==> run_1/closeup.png <==
Window x 72 to 97, y 72 to 97 um. Cells in grey, sequential cells in the stronger grey; small squares are vias.
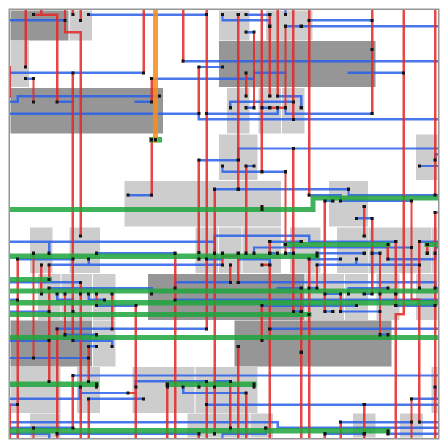
==> run_1/clock_wires.png <==
(3 px per um)
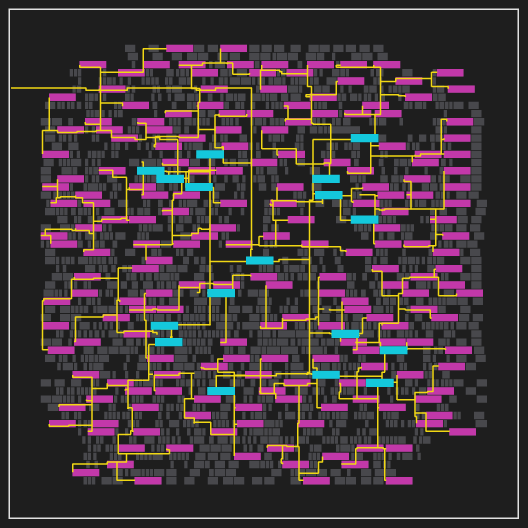
==> run_1/clock_nets.png <==
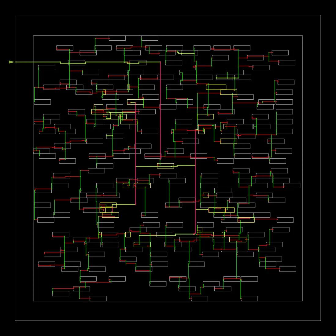
==> run_1/class_map.png <==
(2 px per um) Fill, decap, tap and diode cells in grey.
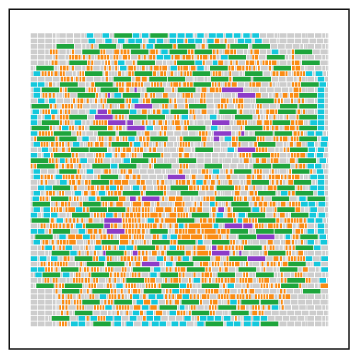
<file path="src/rtl/pdi_block_loader_if.sv">
// rtl/pdi_block_loader_if.sv - word-in / block-out handshake bundle for the PDI block loader
interface pdi_block_loader_if #(
    parameter int W       = 32,
    parameter int N_WORDS = 6
);
    logic [W-1:0]         bdi;
    logic [W/8-1:0]       bdi_valid_bytes;
    logic                 bdi_last;
    logic                 bdi_valid;
    logic                 bdi_ready;
    logic [W*N_WORDS-1:0] blk;
    logic                 blk_last;
    logic                 blk_padded;
    logic                 blk_valid;
    logic                 blk_ready;

    modport master (
        output bdi, bdi_valid_bytes, bdi_last, bdi_valid, blk_ready,
        input  bdi_ready, blk, blk_last, blk_padded, blk_valid
    );

    modport slave (
        input  bdi, bdi_valid_bytes, bdi_last, bdi_valid, blk_ready,
        output bdi_ready, blk, blk_last, blk_padded, blk_valid
    );
endinterface

</file>
<file path="src/rtl/pdi_block_loader.sv">
// rtl/pdi_block_loader.sv - assembles public-data words into a padded cipher-state block
module pdi_block_loader #(
    parameter int          W        = 32,
    parameter int          N_WORDS  = 6,
    parameter logic [7:0]  PAD_BYTE = 8'h80
) (
    input  logic           clk,
    input  logic           rst,
    pdi_block_loader_if.slave io
);
    localparam int NB = W / 8;
    localparam int CW = (N_WORDS > 1) ? $clog2(N_WORDS) : 1;

    typedef enum logic {FILL, FULL} state_t;

    state_t          state, state_nxt;
    logic [CW-1:0]   cnt;
    logic [CW-1:0]   nxt_idx;
    logic [W-1:0]    words [N_WORDS];
    logic [W-1:0]    word_in;
    logic            blk_last_q, blk_padded_q;
    logic            in_xfer, out_xfer, cnt_at_max, pad_here, pad_next;
    logic [W*N_WORDS-1:0] blk_bus;

    assign io.bdi_ready  = (state == FILL);
    assign io.blk_valid  = (state == FULL);
    assign io.blk_last   = blk_last_q;
    assign io.blk_padded = blk_padded_q;
    assign io.blk        = blk_bus;

    assign in_xfer    = io.bdi_valid & io.bdi_ready;
    assign out_xfer   = io.blk_valid & io.blk_ready;
    assign cnt_at_max = (cnt == CW'(N_WORDS - 1));
    assign nxt_idx    = cnt_at_max ? cnt : cnt + 1'b1;

    // Valid bytes are contiguous from the MSB, so their count is also the pad position.
    always_comb begin
        int nvalid;
        nvalid  = 0;
        word_in = '0;
        for (int b = 0; b < NB; b++) begin
            if (io.bdi_valid_bytes[NB-1-b]) begin
                word_in[W-1-8*b -: 8] = io.bdi[W-1-8*b -: 8];
                nvalid = nvalid + 1;
            end
        end
        pad_here = io.bdi_last && (nvalid < NB);
        pad_next = io.bdi_last && (nvalid == NB) && !cnt_at_max;
        if (pad_here) begin
            for (int b = 0; b < NB; b++) begin
                if (b == nvalid) word_in[W-1-8*b -: 8] = PAD_BYTE;
            end
        end
    end

    always_ff @(posedge clk or posedge rst) begin
        if (rst) state <= FILL;
        else     state <= state_nxt;
    end

    always_comb begin
        state_nxt = state;
        case (state)
            FILL: if (in_xfer && (cnt_at_max || io.bdi_last)) state_nxt = FULL;
            FULL: if (out_xfer) state_nxt = FILL;
            default: state_nxt = FILL;
        endcase
    end

    // Clearing the block on leaving FULL is what keeps words above the pad position zero.
    always_ff @(posedge clk or posedge rst) begin
        if (rst) begin
            for (int i = 0; i < N_WORDS; i++) words[i] <= '0;
            cnt          <= '0;
            blk_last_q   <= 1'b0;
            blk_padded_q <= 1'b0;
        end else if (state == FILL) begin
            if (in_xfer) begin
                words[cnt] <= word_in;
                if (pad_next) words[nxt_idx] <= W'(PAD_BYTE) << (W - 8);
                blk_padded_q <= pad_here | pad_next;
                if (cnt_at_max || io.bdi_last) begin
                    cnt        <= '0;
                    blk_last_q <= io.bdi_last;
                end else begin
                    cnt <= cnt + 1'b1;
                end
            end
        end else if (out_xfer) begin
            for (int i = 0; i < N_WORDS; i++) words[i] <= '0;
            blk_last_q   <= 1'b0;
            blk_padded_q <= 1'b0;
        end
    end

    always_comb begin
        blk_bus = '0;
        for (int i = 0; i < N_WORDS; i++) blk_bus[W*N_WORDS-1-W*i -: W] = words[i];
    end
endmodule

</file>
<file path="src/flat_wrapper.sv">
// flat-port wrapper written by rule: the top's interface ports become plain ports
module pdi_block_loader_flat 
#(
    parameter int          W        = 32,
    parameter int          N_WORDS  = 6,
    parameter logic [7:0]  PAD_BYTE = 8'h80
)
  (clk, rst, io_bdi, io_bdi_valid_bytes, io_bdi_last, io_bdi_valid, io_blk_ready, io_bdi_ready, io_blk, io_blk_last, io_blk_padded, io_blk_valid);
  pdi_block_loader_if #(.W(W), .N_WORDS(N_WORDS)) io_i ();
  input  logic clk;
  input  logic rst;
  input wire logic [$bits(io_i.bdi)-1:0] io_bdi;
  input wire logic [$bits(io_i.bdi_valid_bytes)-1:0] io_bdi_valid_bytes;
  input wire logic [$bits(io_i.bdi_last)-1:0] io_bdi_last;
  input wire logic [$bits(io_i.bdi_valid)-1:0] io_bdi_valid;
  input wire logic [$bits(io_i.blk_ready)-1:0] io_blk_ready;
  output wire logic [$bits(io_i.bdi_ready)-1:0] io_bdi_ready;
  output wire logic [$bits(io_i.blk)-1:0] io_blk;
  output wire logic [$bits(io_i.blk_last)-1:0] io_blk_last;
  output wire logic [$bits(io_i.blk_padded)-1:0] io_blk_padded;
  output wire logic [$bits(io_i.blk_valid)-1:0] io_blk_valid;
  assign io_i.bdi = io_bdi;
  assign io_i.bdi_valid_bytes = io_bdi_valid_bytes;
  assign io_i.bdi_last = io_bdi_last;
  assign io_i.bdi_valid = io_bdi_valid;
  assign io_i.blk_ready = io_blk_ready;
  assign io_bdi_ready = io_i.bdi_ready;
  assign io_blk = io_i.blk;
  assign io_blk_last = io_i.blk_last;
  assign io_blk_padded = io_i.blk_padded;
  assign io_blk_valid = io_i.blk_valid;
  pdi_block_loader #(.W(W), .N_WORDS(N_WORDS), .PAD_BYTE(PAD_BYTE)) u_core (.clk(clk), .rst(rst), .io(io_i));
endmodule
</file>
<file path="config.mk">
export PLATFORM = sky130hd
export DESIGN_NAME = pdi_block_loader_flat
export DESIGN_NICKNAME = d
export VERILOG_FILES = /design/src/rtl/pdi_block_loader_if.sv /design/src/rtl/pdi_block_loader.sv /design/src/flat_wrapper.sv
export SDC_FILE = /design/constraint.sdc
export NUM_CORES = 1
export LEC_CHECK = 0
export ABC_AREA = 1
export CAP_MARGIN = 20
export CORE_MARGIN = 10
export CORE_UTILIZATION = 50
export CTS_CLUSTER_DIAMETER = 100
export DETAILED_ROUTE_END_ITERATION = 10
export PLACE_DENSITY = 0.79
export SLEW_MARGIN = 20
export SYNTH_ARGS = -nofsm -noshare
export SYNTH_HDL_FRONTEND = slang
export SYNTH_SLANG_ARGS = --single-unit
</file>
<file path="constraint.sdc">
create_clock -name clk -period 12.4 [get_ports clk]
set_clock_uncertainty 0.15 [all_clocks]
set_input_delay 1.86 -clock clk [delete_from_list [all_inputs] [get_ports clk]]
set_output_delay 1.86 -clock clk [all_outputs]
set_load 0.03 [all_outputs]
</file>
==> impl_metrics.py, run 1 <==
# Generated from Yosys and OpenROAD reports
metrics = {
    "layout": {
        "logic_gates": 1174,
        "comb_area_share_pct": 38.9,
        "signal_buffers": 246,
        "regArea_um2": 4950,
        "utilization_pct": 64.0,
        "area_delta_synth_final_pct": 25.9,
        "antenna_cells": 0,
        "fillers": 1946,
        "lay_top_count": "nand2_1",
        "nets": 1747,
        "comb_area_um2": 5450,
        "ff_count": 198,
    },
    "synth": {
        "syn_area_um2": 11100,
        "ys.flops": 198,
        "top_cells_by_count": "nand2_1 (675), dfrtp_1 (198), nand3_1 (179)",
        "async_flop_share_pct": 100,
        "yosysMostFrequentCell": "nand2_1",
        "yosysWarnings": 0,
        "ys_types": 26,
        "synthCells": 1541,
        "syn_area_per_cell_um2": 7.22,
        "ys_cells": 1541,
    },
    "route": {
        "routed_via_density": 5.59,
        "met1_length_um": 15800,
        "drc": 0,
        "vias": 11149,
        "drtAntennaViolNets": 0,
        "top_layer": "met4",
        "first_pass_iters": 6,
    },
    "sta": {
        "grt_setup_unrepaired": "false",
        "hold_viol": 0,
        "period_used_pct": 42.2,
        "clock.fmax_mhz": 191,
        "slew_viol_final": 0,
        "slew_headroom_pct": 33.9,
        "finalCriticalPeriod_ns": 5.23,
    },
    "worst_setup_path": {
        "cpMaxStageDelayCell": "clkdlybuf4s50_1",
        "cp-end-kind": "register",
        "critical_path_required_ns": 12.56,
        "crit_top_cell": "nand2_1",
        "crit_path_start_kind": "input port",
        "crit_start": "io_bdi_valid_bytes[2]",
        "worstPathCellList": "clkdlybuf4s50_1 > inv_1 > ha_1 > inv_1 > nand2_1 > nand2_1 > ha_1 > or2_1 > nand2_1 > nand2_1 > nor2_4 > nand3_2 > o211ai_1",
        "crit_cells": 13,
        "reg2regPathDepth": 8,
        "reg2reg_from": "u_core.io.blk_valid$_DFF_PP0_",
        "crit_arrival_ns": 5.39,
        "r2r_slack_ns": 8.90,
    },
    "clock_tree": {
        "h-tree-depth": 4,
        "path_clk_slew_ns": 0.07,
        "clock_path_buffers": 2,
        "cts_hold_buf": 0,
        "post_cts_buffers": 0,
    },
    "job": {
        "maxCapViolations": 0,
        "tool_warnings": 32,
    },
    "global_routing": {
        "overflow": 0,
        "antenna_found_initial": 1,
        "grtUsageMet2_pct": 38.7,
        "busiest_layer": "met2",
        "met3_usage_pct": 9.84,
        "grt_first_pass_wirelength_um": 59600,
    },
    "power": {
        "combPwrFrac_pct": 51.8,
        "swShare_pct": 46.1,
        "intPower_mw": 1.89,
        "power_leader": "combinational logic",
        "seqPwrFrac_pct": 32.4,
        "powerSeq_mw": 1.13,
        "power.leakage_nw": 7.04,
    },
    "status": {
        "status": "completed",
    },
    "floorplan": {
        "chipWidth_um": 169,
        "nWellTaps": 280,
        "row_count": 54,
        "fp_util_pct": 50.8,
        "dieArea_um2": 28600,
    },
    "placement": {
        "dp_slack_ns": 6.84,
        "gp_congestion": 0.866,
    },
    "hold_path": {
        "hp-start": "u_core.io.blk_padded$_DFFE_PP0P_",
    },
}
Notes on closeup.png above:
- green: M3
- orange: M4
- blue: M1
- red: M2
- most frequent: nand2_1 (14), nand3_1 (6), dfrtp_1 (5)
- netlist names of flops here include: u_core.io.blk (5)
- sequential cells in the window: 5
- cells with their middle in the window: 40

Notes on clock_wires.png above:
- yellow: clock wires (length 2580 um)
- magenta: flip-flops (count 198)
- cyan: clock-net drivers (count 17)
- routed clock nets: 18
worst skew pair latency: 0.43 ns
Power Clock: 0.552 mW
Clk pwr share: 15.8%

Notes on clock_nets.png above:
clkbuf count: 23
CTS sink count: 198

Notes on class_map.png above:
- purple: clock drivers and dummy loads (cells 32)
- cyan: remaining buffers and delay cells (cells 246)
- orange: remaining logic cells (cells 1238)
- green: registers (cells 198)

run 1: sequential cells by signal (all words and copies together) (netlist names):
register and count:
u_core.io.blk_padded 1, u_core.io.blk 192, u_core.io.blk_valid 1, u_core.io.blk_last 1, u_core.cnt 3
run 1: cells by family after synthesis:
kind of cell / after synthesis / share of synthesized area (%)
and+or+nand+nor: 1042 / 39.8
DFF: 198 / 44.5
buffers and inverters: 169 / 6.61
AOI/OAI and AO/OA: 125 / 8.25
adders and majority gates: 5 / 0.562
xor gates and xnor gates: 2 / 0.225
run 1: through the flow:
step	area, um^2	hold slack (ns)
5_1_grt	14000	0.369
2_1_floorplan	11100	0.484
3_3_place_gp	13400	0.318
6_report	14000	0.343
4_1_cts	14000	0.338
3_5_place_dp	13400	0.321
==> run 2: changes to the inputs <==
CORE_UTILIZATION = 47   (was 50)
PLACE_DENSITY = 0.78   (was 0.79)
clock period = 4.7 ns   (was 12.4 ns; I/O delays follow)
==> run_2/closeup.png <==
Window x 74 to 99, y 74 to 99 um. Cells in grey, sequential cells in the stronger grey; small squares are vias.
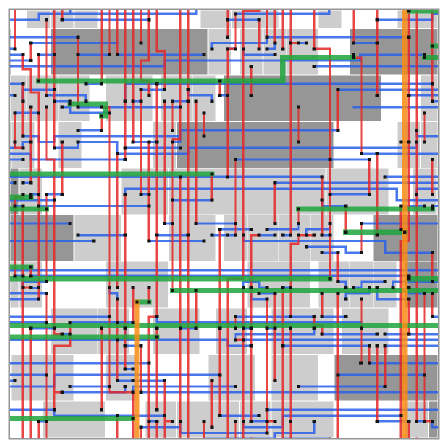
- orange: M4
- red: M2
- green: M3
- blue: M1
- cells with their middle in the window: 53
- most frequent: nand2_1 (15), nand3_1 (13), buf_4 (6)
- sequential cells in the window: 5
- netlist names of flops here include: u_core.io.blk (5)

==> run 2 against run 1 <==
Against the previous run:
- critical path depth up 3
- die area up 5.6%
- combinational power rose to 2.7 times the previous value
- critical endpoint is now u_core.io.blk[180]$_DFFE_PP0P_
==> impl_metrics.py, run 2 <==
# Generated from Yosys and OpenROAD reports
metrics = {
    "status": {
        "status": "completed",
    },
    "worst_setup_path": {
        "r2r_slack_ns": 2.00,
        "crit_arrival_ns": 4.14,
        "cp_top_family": "simple AND/OR/NAND/NOR gates",
        "crit_top_cell": "nand2_1",
        "crit_path_max_incr_delay_ns": 0.71,
        "crit_fanout": 10,
        "crit_path_start_kind": "input port",
        "reg2reg_from": "u_core.cnt[1]$_DFFE_PP0P_",
        "reg2regPathDepth": 11,
        "r2r-end": "u_core.io.blk[15]$_DFFE_PP0P_",
        "cp-end-kind": "register",
        "crit_type": "in2reg",
        "worstPathCellList": "clkdlybuf4s50_1 > inv_1 > ha_1 > inv_1 > nand2_1 > nand2_1 > ha_1 > nand2_1 > nand2_1 > nor2_1 > nand2_1 > buf_4 > nand3_1 > nand2_1 > nand3_1 > nand2_1",
        "critical_path_required_ns": 4.93,
        "worst-path-buf-inv": 4,
        "cpMaxStageDelayCell": "clkdlybuf4s50_1",
    },
    "sta": {
        "hold_ws_ns": 0.355,
        "clock.fmax_mhz": 256,
        "totalNegativeSetupSlack_ns": 0,
        "slew_viol_final": 0,
        "finalCriticalPeriod_ns": 3.91,
        "tightest_slew_ns": 1.08,
        "grt_setup_unrepaired": "false",
        "period_used_pct": 83.3,
        "finalWorstSetupSlack_ns": 0.786,
        "slew_headroom_pct": 27.7,
        "hold_viol": 0,
    },
    "synth": {
        "yosysWarnings": 0,
        "edf_count": 0,
        "xor_share_pct": 0.225,
        "ys_cells": 1541,
        "netlist_logic_family_top": "simple AND/OR/NAND/NOR gates",
        "fp_nets": 1587,
        "adder_share_pct": 0.562,
        "top_cells_by_count": "nand2_1 (675), dfrtp_1 (198), nand3_1 (179)",
        "ys_types": 26,
        "syn_area_per_cell_um2": 7.22,
        "synthFlopType": "dfrtp_1",
        "area_leaders": "dfrtp_1 (45%), nand2_1 (23%), nand3_1 (8.1%)",
        "mux_share_pct": 0,
        "simple_gate_share_pct": 39.8,
        "synth_top_area_share_pct": 44.5,
        "async_flop_share_pct": 100,
        "yosysMostFrequentCell": "nand2_1",
        "ys.flops": 198,
        "top_area_cell": "dfrtp_1",
        "aoi_share_pct": 8.25,
        "ys_area_um2": 11100,
        "synthCells": 1541,
        "syn_area_um2": 11100,
        "postSynthSeqShare_pct": 44.5,
    },
    "layout": {
        "area_delta_synth_final_pct": 27.7,
        "regArea_um2": 4950,
        "largest_class": "combinational gates",
        "logic_gates": 1174,
        "area_share_nonclk_buffers_pct": 18.3,
        "clkCellAreaFrac_pct": 3.92,
        "antenna_cells": 1,
        "layout.cells.non_filler": 2052,
        "final_cell_area_um2": 14200,
        "signal_buffers": 264,
        "nets": 1765,
        "largest_reg_flops": 192,
        "comb_area_um2": 5450,
        "seq_area_share_pct": 34.9,
        "utilization_pct": 60.7,
        "lay_top_count": "nand2_1",
        "nClkBuffers": 20,
        "inverters_excl_clock": 64,
        "comb_area_share_pct": 38.3,
        "ff_count": 198,
        "fillers": 2114,
    },
    "placement": {
        "io_buffers": 236,
        "placed_cell_area_um2": 13700,
        "numPlacedInstances": 2019,
        "dp_slack_ns": 0.468,
        "gp_congestion": 0.859,
        "hpwl_um": 26500,
    },
    "route": {
        "drtAntennaViolNets": 0,
        "first_pass_iters": 5,
        "first_iter_violations": 1420,
        "wl_met2_um": 17500,
        "vias": 11223,
        "top_layer": "met4",
        "wl_met3_um": 3850,
        "avgRoutedWirePerCell_um": 19.1,
        "met1_length_um": 16800,
        "wl_um": 39100,
        "drc": 0,
        "routed_via_density": 5.47,
    },
    "global_routing": {
        "antenna_found_initial": 1,
        "overflow": 0,
        "grt_max_degree": 122,
        "grt_first_pass_wirelength_um": 61200,
        "met3_usage_pct": 7.97,
        "grt_pass1_vias": 10530,
        "met1_usage_pct": 33.9,
        "grtUsageMet2_pct": 38.1,
        "grt_usage_pct": 25.2,
        "busiest_layer": "met2",
    },
    "hold_path": {
        "hp-class": "reg2reg",
        "holdPathStages": 2,
        "hp-start": "u_core.io.blk_padded$_DFFE_PP0P_",
        "min_to": "u_core.io.blk_padded$_DFFE_PP0P_",
    },
    "clock_tree": {
        "cts_root_buf": "clkbuf_16",
        "cts_resized": 0,
        "cts_hold_buf": 0,
        "clk_latency_ns": 0.43,
        "path_clk_slew_ns": 0.07,
        "h-tree-depth": 4,
        "post_cts_buffers": 0,
        "numCtsBuffers": 17,
        "cts.sinks": 198,
        "clock_path_buffers": 2,
        "cts_tree": "done",
    },
    "floorplan": {
        "chipWidth_um": 174,
        "die_y_um": 174,
        "row_count": 56,
        "pin_count": 237,
        "nWellTaps": 319,
        "dieArea_um2": 30200,
        "fp_util_pct": 47.5,
        "core_area_um2": 23400,
    },
    "job": {
        "maxCapViolations": 0,
        "tool_warnings": 30,
    },
    "power": {
        "ir_drop_v": 0.000416,
        "power_leader": "combinational logic",
        "powerSeq_mw": 3.02,
        "power_per_cell_area_nw_per_um2": 652,
        "p_clk_share_pct": 15.5,
        "swShare_pct": 46.5,
        "combPwrFrac_pct": 52.0,
        "powerClk_mw": 1.43,
        "intPower_mw": 4.96,
        "pg_comb_mw": 4.82,
        "power.leakage_nw": 7.13,
        "switchingPower_mw": 4.31,
        "seqPwrFrac_pct": 32.5,
    },
}
==> run_2/util_map.png <==
(1.5 px per um) The die is cut into 17 by 17 equal tiles; black is low, pale yellow is high, 0 to 100% covered.
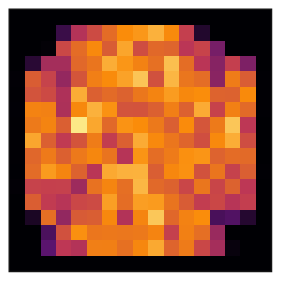
- mean over tiles: 46%
- fullest tile: 95%
- densest ninth of the die: middle
- nearly empty tiles: 27%
- tiles over 75% full: 14%

==> run 2: worst max path at each step <==
| stage | start | to | slack [ns] | cells after the start |
|---|---|---|---|---|
| floorplan | rst | u_core.cnt[0]$_DFFE_PP0P_ | 1.28 | 1 |
| global placement | io_bdi_valid_bytes[3] | u_core.io.blk[84]$_DFFE_PP0P_ | 0.55 | 18 |
| CTS | io_bdi_valid_bytes[3] | u_core.io.blk[180]$_DFFE_PP0P_ | 0.90 | 16 |
| global route | io_bdi_valid_bytes[3] | u_core.io.blk[52]$_DFFE_PP0P_ | 0.60 | 16 |
| finish | io_bdi_valid_bytes[3] | u_core.io.blk[180]$_DFFE_PP0P_ | 0.79 | 16 |
| detailed placement | io_bdi_valid_bytes[3] | u_core.io.blk[180]$_DFFE_PP0P_ | 0.47 | 16 |
==> run 3: changes to the inputs <==
clock period = 3.5 ns   (was 4.7 ns; I/O delays follow)
==> run_3/class_map.png <==
(2 px per um) Fill, decap, tap and diode cells in grey.
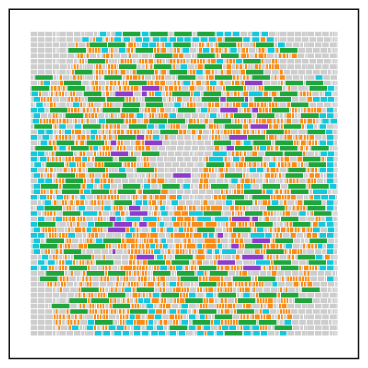
- purple: clock drivers and dummy loads (cells 32)
- green: registers (cells 198)
- cyan: remaining buffers and delay cells (cells 280)
- orange: remaining logic cells (cells 1238)
Seq/total area: 34.2%
Final Core Density: 62.0%

==> run 3 against run 2 <==
Against the previous run:
- worst setup slack got worse by 0.36 ns
- sequential share of layout area fell by 0.70 points
- sequential cell count did not move
- critical endpoint is now u_core.io.blk[120]$_DFFE_PP0P_
- register-to-register slack got worse by 0.97 ns
- synthesized cell count is the same
- utilization up 1.2 points
- wire length up 1.5%
- cell area is 2.0% higher
- critical path type unchanged
- power grew 35%
- sequential power is 33% higher
- non-clock buffer count grew 16
==> impl_metrics.py, run 3 <==
# Generated from Yosys and OpenROAD reports
metrics = {
    "layout": {
        "lay_top_count": "nand2_1",
        "largest_reg_flops": 192,
        "comb_area_um2": 5450,
        "final_cell_area_um2": 14500,
        "layout.cells.non_filler": 2069,
        "fillers": 2110,
        "nets": 1781,
    },
    "clock_tree": {
        "cts.sinks": 198,
        "cts_resized": 0,
        "clock_path_buffers": 2,
        "cts_hold_buf": 0,
    },
    "global_routing": {
        "antenna_found_initial": 3,
        "grt_first_pass_wirelength_um": 61500,
        "overflow": 0,
        "met1_usage_pct": 34.7,
        "busiest_layer": "met2",
        "grt_max_degree": 74,
        "met3_usage_pct": 7.82,
    },
    "floorplan": {
        "chipWidth_um": 174,
        "dieArea_um2": 30200,
        "die_y_um": 174,
    },
    "synth": {
        "yosysMostFrequentCell": "nand2_1",
        "yosysWarnings": 0,
        "mux_share_pct": 0,
        "synth_top_area_share_pct": 44.5,
        "xor_share_pct": 0.225,
        "ys.flops": 198,
        "area_leaders": "dfrtp_1 (45%), nand2_1 (23%), nand3_1 (8.1%)",
        "syn_area_um2": 11100,
        "adder_share_pct": 0.562,
        "syn_area_per_cell_um2": 7.22,
        "top_cells_by_count": "nand2_1 (675), dfrtp_1 (198), nand3_1 (179)",
        "synthFlopType": "dfrtp_1",
    },
    "route": {
        "routed_via_density": 5.44,
        "drc": 0,
        "vias": 11256,
        "avgRoutedWirePerCell_um": 19.2,
        "drtAntennaViolNets": 0,
    },
    "placement": {
        "io_buffers": 236,
        "placed_cell_area_um2": 13900,
        "gp_congestion": 0.916,
    },
    "status": {
        "status": "completed",
    },
    "power": {
        "power_per_cell_area_nw_per_um2": 866,
        "intPower_mw": 6.73,
        "power.leakage_nw": 7.27,
        "seqPwrFrac_pct": 32.1,
        "switchingPower_mw": 5.83,
        "ir_drop_v": 0.000601,
        "swShare_pct": 46.4,
    },
    "worst_setup_path": {
        "worst-path-buf-inv": 4,
        "worstPathCellList": "clkdlybuf4s50_1 > inv_1 > ha_1 > inv_1 > nand2_1 > nand2_1 > ha_1 > nand2_1 > inv_1 > nand2_1 > nand2_2 > nor2_4 > nand2_1 > nand3_1 > nand2_1 > nand3_1 > nand2_1",
        "cpMaxStageDelayCell": "clkdlybuf4s50_1",
        "crit_type": "in2reg",
        "reg2regPathDepth": 13,
        "crit_fanout": 8,
        "cp_top_family": "simple AND/OR/NAND/NOR gates",
        "crit_top_cell": "nand2_1",
    },
    "sta": {
        "clock.fmax_mhz": 326,
        "slew_viol_final": 0,
        "period_used_pct": 87.7,
        "finalWorstSetupSlack_ns": 0.429,
        "finalCriticalPeriod_ns": 3.07,
    },
    "hold_path": {
        "hp-start": "u_core.io.blk[58]$_DFFE_PP0P_",
        "holdPathStages": 2,
    },
    "job": {
        "maxCapViolations": 0,
    },
}
==> run_3/util_map.png <==
(1.5 px per um) The die is cut into 17 by 17 equal tiles; black is low, pale yellow is high, 0 to 100% covered.
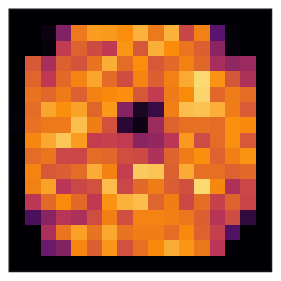
- mean over tiles: 47%
- tiles over 75% full: 16%
- nearly empty tiles: 26%
- fullest tile: 92%
floorplan core density: 47.5%
CORE AREA: 23400 um^2

-- run 3: cell counts after synthesis --
Identical to the previous run, type by type.
-- run 3: area by class of cell --
| type | instances | area share [%] |
|---|---|---|
| flip-flops and latches | 198 | 34.2 |
| multi-input cells | 1174 | 37.6 |
| well taps | 319 | 2.75 |
| inverters | 64 | 1.73 |
| clock inverters | 15 | 1.11 |
| diodes | 2 | 0.0345 |
| clock buffers | 17 | 2.93 |
| repair buffers | 280 | 19.7 |
-- run 3: power by group through the flow --
stage | clock, mW | sequential [mW] | combinational (mW)
after detailed placement | 0 | 4.03 | 6.51
after global routing | 2.13 | 4.14 | 6.99
after global placement | 0 | 3.99 | 6.38
after CTS | 2.05 | 4.01 | 6.53
final | 2.03 | 4.03 | 6.49
after floorplan | 0 | 5.64 | 2.15
Power figures rest on the tool's default switching activity, not on a simulated workload.
